Design aes_key_expand, sky130hd; sources not shown.
Figure 1. Met1 routing.
Supply wires on this layer in grey.
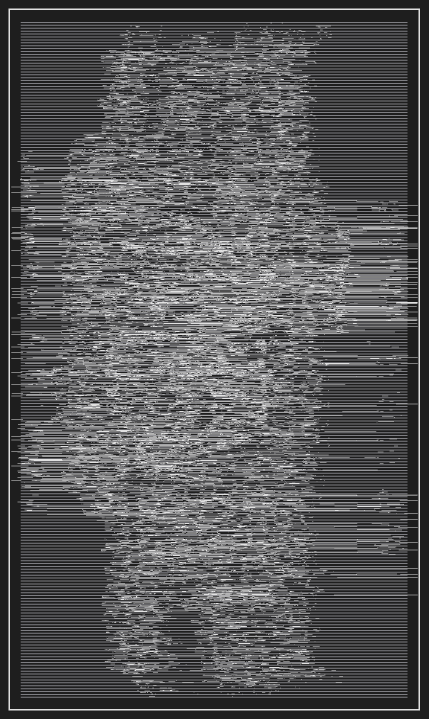
main direction = horizontal
nets with wire on the layer = 5,189
DR vias: 43,610
final wirelength: 241,400 µm
grt met1 use: 23.48%

Figure 2. Metal 2.
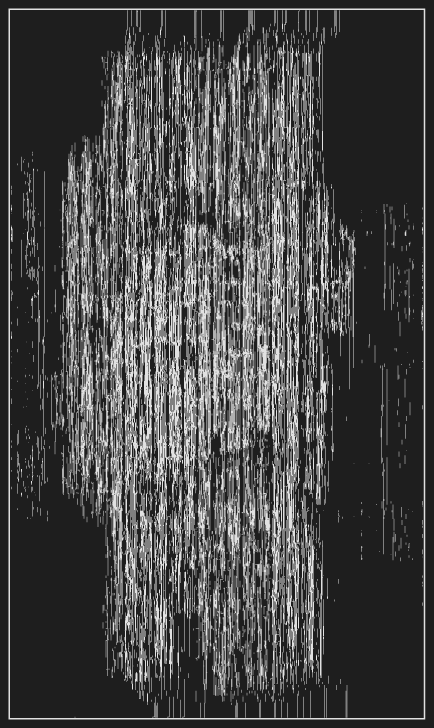
share of all routed wire = 48%
nets with wire on the layer = 4,808
M2 GR Usage: 31.14%

==> flow_metrics.py <==
# Auto-generated metrics
metrics = {
    "worst_hold_path": {
        "hold-path-cell-count": 2,
        "hp-class": "register to register",
    },
    "critical_path": {
        "cpMaxStageDelayCell": "a211oi_1",
        "end_kind": "register",
        "cpMostUsedCell": "buf_2",
        "ff2ff_setup_slack_ns": 9.55,
        "slowest_delay_ns": 0.98,
        "path_buffers": 4,
        "start_kind": "input port",
    },
    "clock_tree": {
        "cts_hold_buf": 0,
        "cts_root_buffer": "clkbuf_8",
        "htreeDepth": 5,
        "clkSinkCount": 1876,
        "path_clk_slew_ns": 0.06,
        "cts_resized": 0,
        "numCtsBuffers": 293,
    },
    "power": {
        "power.switching_uw": 3059,
        "power-top-group": "registers",
        "p_clk_share_pct": 39.2,
        "pg_clk_uw": 4820,
        "internal_power_uw": 9233,
        "vdd_drop_max_mv": 0.08070,
    },
    "place": {
        "place_ws_ns": 5.869,
        "place_inst": 7968,
        "dp_hpwl_um": 179400,
        "place_congestion": 0.9493,
    },
    "run_status": {
        "status": "finished clean",
    },
    "synth": {
        "mux_area_share_pct": 14.43,
        "ys_top_cells_by_area": "edfxtp_1 (58%), dfxtp_1 (13%), mux4_2 (11%)",
        "yosysChipArea_um2": 73400,
        "floorplan.nets": 4569,
        "synth_top_flop_cell": "edfxtp_1",
        "yosysTopAreaCellShare_pct": 57.61,
        "ys_sh_simple_pct": 5.557,
        "ys_async_sr_fraction_pct": 0,
        "synthTopLogicFamily": "multiplexers",
        "post_synth_inst_count": 4423,
        "fa_ha_area_share_pct": 0.03409,
    },
    "drt": {
        "ant_nets": 0,
        "dr.pass1.iters": 5,
        "wl_per_cell_um": 28.41,
        "viasPerCell": 5.133,
    },
    "final_timing": {
        "tns_ns": 0,
        "hold_violations": 0,
        "rsz0062_at_grt": "false",
    },
    "finish": {
        "logic_gate_count": 2235,
        "clkCellAreaFrac_pct": 6.738,
        "largest_reg_flops": 1408,
        "sh_seq_area_pct": 58.20,
        "drive_gt1_share_pct": 24.58,
        "biggestCellCategory": "registers",
        "comb_share_pct": 23.16,
        "lay_top_count": "edfxtp_1",
    },
    "global_routing": {
        "grt_pass1_wl_um": 336100,
        "grt_overflow": 0,
        "grt_max_degree": 19,
    },
    "floorplanning": {
        "core-area_um2": 228200,
        "die_x_um": 382.0,
        "n_tap_cell": 3042,
    },
}
Power and IR drop assume default switching activity.
